Figure 1. Signal metal coverage by tile (run 1).
15 x 10 tiles, from white (low) to dark blue (high), scaled to the fullest tile. Values are wire area over tile area, all layers added.
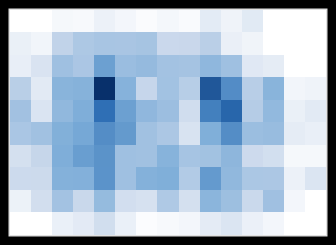
Figure 2. Wiring by layer (run 1).
Scale bar: 20 um. Only two layers are drawn.
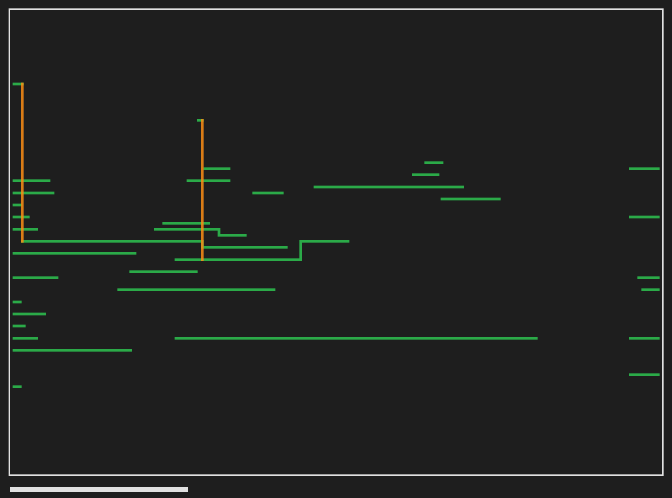
Figure 3. Close-up of the layout (run 1).
Scale bar: 5 um. Region (45, 29) to (65, 49) um. Cells in gray, sequential cells in the stronger gray; small squares are vias.
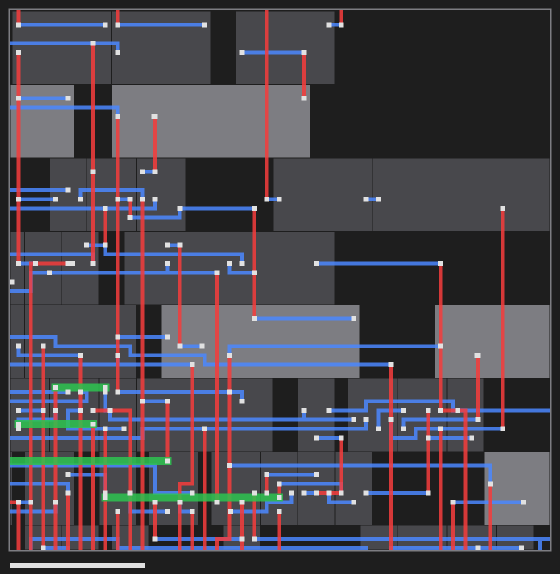
Design midi_note_decoder, sky130hd; sources not shown.
==> summary.txt, run 1 <==
Most instantiated flip-flop cell in the synthesis netlist: sky130_fd_sc_hd__dfxtp_1
Pin count of the biggest net entering global routing: 25
Number of antenna repair diodes: 0
Std cell rows: 17
Mean area per synthesized cell: 6.85 sq um
Total count of hold-check failures in the final report: 0
Power density normalized to cell area: 601 nW/um^2
Die height: 52.2 um
Maximum level of the CTS H-tree: 2
Violation count after the first detailed-route iteration: 98
Upper clock frequency limit: 520 MHz
Flop-to-flop setup slack: 0.48 ns
Placement Setup Slack: -0.288 ns
Max IR drop VDD: 0.000374 V
Hold buffer count at CTS: 0
Core Area: 3210 sq um
Cell count along the critical path: 10
Arrival time at the worst endpoint: 2.10 ns
Peak fanout along the critical path: 11
Kind of launch point of the worst setup path: primary input
Final Net Count: 295
Most prevalent standard cell on the critical path: sky130_fd_sc_hd__nor2_1
Cell family with the largest share of critical-path delay: simple AND/OR/NAND/NOR gates
Global routing usage on met2: 28.9%
Worst Setup End Kind: flip-flop
Actual transition at the worst max-transition pin: 0.287 ns
Slowest cell delay on critical path: 0.51 ns
I/O pin count: 32
Clock buffers created by TritonCTS: 5
Sum of negative setup slack: 0 ns
Result of the run: completed
Share of synthesized registers carrying an async set or reset: 0%
Number of warnings in the stage logs: 27
Hold Slack: 0.485 ns
Synthesized area: 1550 sq um
Skew-Pair Late Insertion Delay: 0.28 ns
CTS tree: done
Final setup violation count: 0
Critical path class: primary input to flip-flop
Hold Path Stages: 2
Placement Cell Area: 2020 sq um
-- Figure 1 (at the start) --
emptiest ninth of the die: upper right
nearly empty tiles: 11%
fullest tile: 0.58
mean over tiles: 0.16
tiles over half the peak: 11%
via count of the routed design: 1534
all-layer global routing usage: 20.6%

-- Figure 2 (at the start) --
[M4] orange | wire length: 33.3 um
[M3] green | wire length: 242 um
Routed wire per std cell: 11.5 um
Post-Route WL: 3.78 mm

-- Figure 3 (at the start) --
[M2] red
[M1] blue
[M3] green
cells with their middle in the window: 29
most frequent: nand2_1 (6), inv_1 (4), clkdlybuf4s50_1 (4)
sequential cells in the window: 3

-- run 1: through the flow --
step	std cells	utilization, %
floorplan	227	-
global placement	317	63.0
detailed placement	317	63.0
CTS	325	66.1
global route	328	68.8
finish	328	68.8
-- run 1: report_power, final --
group | switching [mW] | total (mW) | internal [mW]
logic | 0.103 | 0.192 | 0.0888
clock network | 0.228 | 0.506 | 0.277
registers | 0.0149 | 0.630 | 0.615
total | 0.346 | 1.33 | 0.981
-- run 1: tightest hold or removal path, delay by kind of cell, from the launching register on --
kind / cells / cell delay, ns
DFF: 1 / 0.33
and+or+nand+nor: 2 / 0.13
-- run 1: what timing repair did --
item                       4_1_cts  5_1_grt
cloned                           0        2
hold endpoints to repair         0        0
resized                          2       14
setup buffers                    0        1
setup endpoints to repair       10       25
pin swaps                        0        6
-- run 1: placed cells by master (no fill, tap or decap), drive strengths merged --
cell           netlist  routed
a21oi               22      22
clkdlybuf4s50        0      26
dfxtp               30      30
nand3               11      11
xnor2                4       4
nand2               59      61
nor4                 1       1
o21ai               23      23
nor2                33      33
dlymetal6s2s         0       5
buf                  3      18
clkbuf               2       7
inv                 33      33
clkinv               1       2
nand4                1       1
nor3                 1       1
o211ai               3       3
-- run 1: kinds of logic (layout without fill, tap and decap cells) --
logic type / Yosys count / in the layout / share of synthesized area (%)
and+or+nand+nor: 106 / 108 / 30.5
AOI/OAI and AO/OA: 48 / 48 / 17.6
xor gates and xnor gates: 4 / 4 / 2.25
DFF: 30 / 30 / 38.6
buffers and inverters: 39 / 91 / 10.9
-- run 1: area by class of cell --
cell class	count	area, sq um
clock inverter	1	5.00
clock buffer	7	86.3
inverter	34	134
timing repair buffer	49	487
fill	278	1000
tap	47	58.8
sequential	30	601
multi-input combinational	160	837
-- run 1: metal layers --
| layer | vias to the layer above | part of all wire [%] |
|---|---|---|
| met3 | 4 | 6.4 |
| met1 | 648 | 53 |
| met5 | - | 0 |
| met2 | 51 | 40 |
| met4 | 0 | 0.87 |
| li1 | 831 | - |
## Run 2: what changed since run 1
- CTS_BUF_LIST: default -> sky130_fd_sc_hd__clkbuf_2
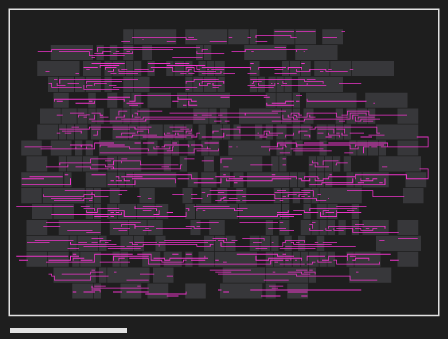
Figure 4: run 2, the metal 1 layer.
Scale bar: 20 um.
wire length on this layer: 1860 um
nets with wire on the layer: 266
longest straight run: 23.5 um
main direction: horizontal
share of all routed wire: 54%
met1 usage in global routing: 29.4%
Post-Route WL: 3.45 mm
via count of the routed design: 1499

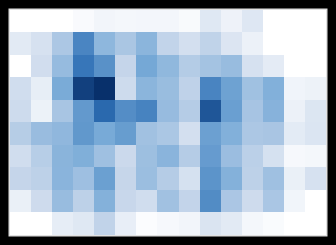
Figure 5: run 2, signal metal coverage by tile.
15 x 10 tiles, from white (low) to dark blue (high), scaled to the fullest tile. Values are wire area over tile area, all layers added.
emptiest ninth of the die: upper right
mean over tiles: 0.15
fullest tile: 0.52
tiles over half the peak: 14%
all-layer global routing usage: 20.8%
Routed wire per std cell: 10.6 um

==> summary.txt, run 2 <==
Critical path class: flip-flop to output port
Total count of hold-check failures in the final report: 0 (unchanged)
Mux share: 0% (unchanged)
Power density normalized to cell area: 534 nW/um^2 (-11%)
Kind of launch point of the worst setup path: flip-flop
Peak fanout along the critical path: 3 (-8)
Maximum level of the CTS H-tree: 2 (unchanged)
Number of library cell types mapped by synthesis: 24
Clock buffers created by TritonCTS: 5 (unchanged)
Most instantiated flip-flop cell in the synthesis netlist: sky130_fd_sc_hd__dfxtp_1
Number of global-route vias before repair: 1335
CTS tree: done
Number of antenna repair diodes: 0 (unchanged)
Hold Slack: 0.453 ns (-0.0322 ns)
Mean area per synthesized cell: 6.85 sq um (unchanged)
Max IR drop VDD: 0.000281 V (-25%)
Result of the run: completed
Post-synthesis compound-gate area fraction: 17.6% (unchanged)
Upper clock frequency limit: 525 MHz (+1.1%)
Number of warnings in the stage logs: 27 (unchanged)
Std cell rows: 17 (unchanged)
Most frequently placed logic cells in the final layout: sky130_fd_sc_hd__nand2_1, sky130_fd_sc_hd__clkdlybuf4s50_1, sky130_fd_sc_hd__inv_1, sky130_fd_sc_hd__nor2_1, sky130_fd_sc_hd__dfxtp_1
Worst Setup End Kind: output port
I/O pin count: 32 (unchanged)
Simple-gate portion of the synthesized area: 30.5% (unchanged)
Core Area: 3210 sq um (unchanged)
Post-synthesis xor/xnor area fraction: 2.25% (unchanged)
Skew-Pair Late Insertion Delay: 0.38 ns (+0.10 ns)
Commonest Layout Cell: sky130_fd_sc_hd__nand2_1
Synthesized area: 1550 sq um (unchanged)
Flip-flop count of the largest register after layout: 15
Share of synthesized registers carrying an async set or reset: 0% (unchanged)
Placement Setup Slack: -0.288 ns (unchanged)
Slowest cell delay on critical path: 0.49 ns (-0.02 ns)
Hold buffer count at CTS: 0 (unchanged)
## run 2: cell families after synthesis
group                     count (synthesis)
and+or+nand+nor                         106
xor gates and xnor gates                  4
buffers and inverters                    39
AOI/OAI and AO/OA                        48
DFF                                      30
## run 2: cell type report
type / count / area, sq um
fill: 291 / 1120
multi-input combinational: 158 / 800
sequential: 30 / 606
timing repair buffer: 49 / 458
inverter: 34 / 131
tap: 47 / 58.8
clock buffer: 6 / 30.0
clock inverter: 2 / 8.76
## run 2: power breakdown
| part | switching, mW | internal [mW] | total [mW] |
|---|---|---|---|
| logic | 0.0974 | 0.0883 | 0.186 |
| registers | 0.0147 | 0.614 | 0.628 |
| clock network | 0.218 | 0.0858 | 0.304 |
| total | 0.330 | 0.788 | 1.12 |
## run 2: repair_timing
item | 4_1_cts | 5_1_grt
buffers inserted | 0 | 1
resized | 1 | 6
pin swaps | 0 | 0
setup endpoints to repair | 1 | 24
## run 2: stage by stage
stage / cell area [sq um] / std cells / utilization [%] / total power [mW] / setup TNS [ns]
detailed placement: 2020 / 317 / 63.0 / 0.824 / -5.55
CTS: 2060 / 325 / 64.2 / 1.12 / 0
finish: 2090 / 326 / 65.1 / 1.12 / 0
global placement: 2020 / 317 / 63.0 / 0.821 / -4.88
floorplan: 1550 / 227 / - / 0.736 / 0
global route: 2090 / 326 / 65.1 / 1.18 / 0
## run 2: worst max-delay path, delay by kind of cell, from the launching register on
kind	cells	cell delay (ns)
buffers and inverters	2	0.54
DFF	1	0.38
## run 2: layer usage
layer,global-route usage (%),wire length [um],vias up
met1,29.4,1860,636
met4,8.81,52,0
met5,0,0,-
met2,29.1,1360,37
met3,6.01,187,7
li1,-,-,819
Power is estimated from default activity; no workload was simulated.
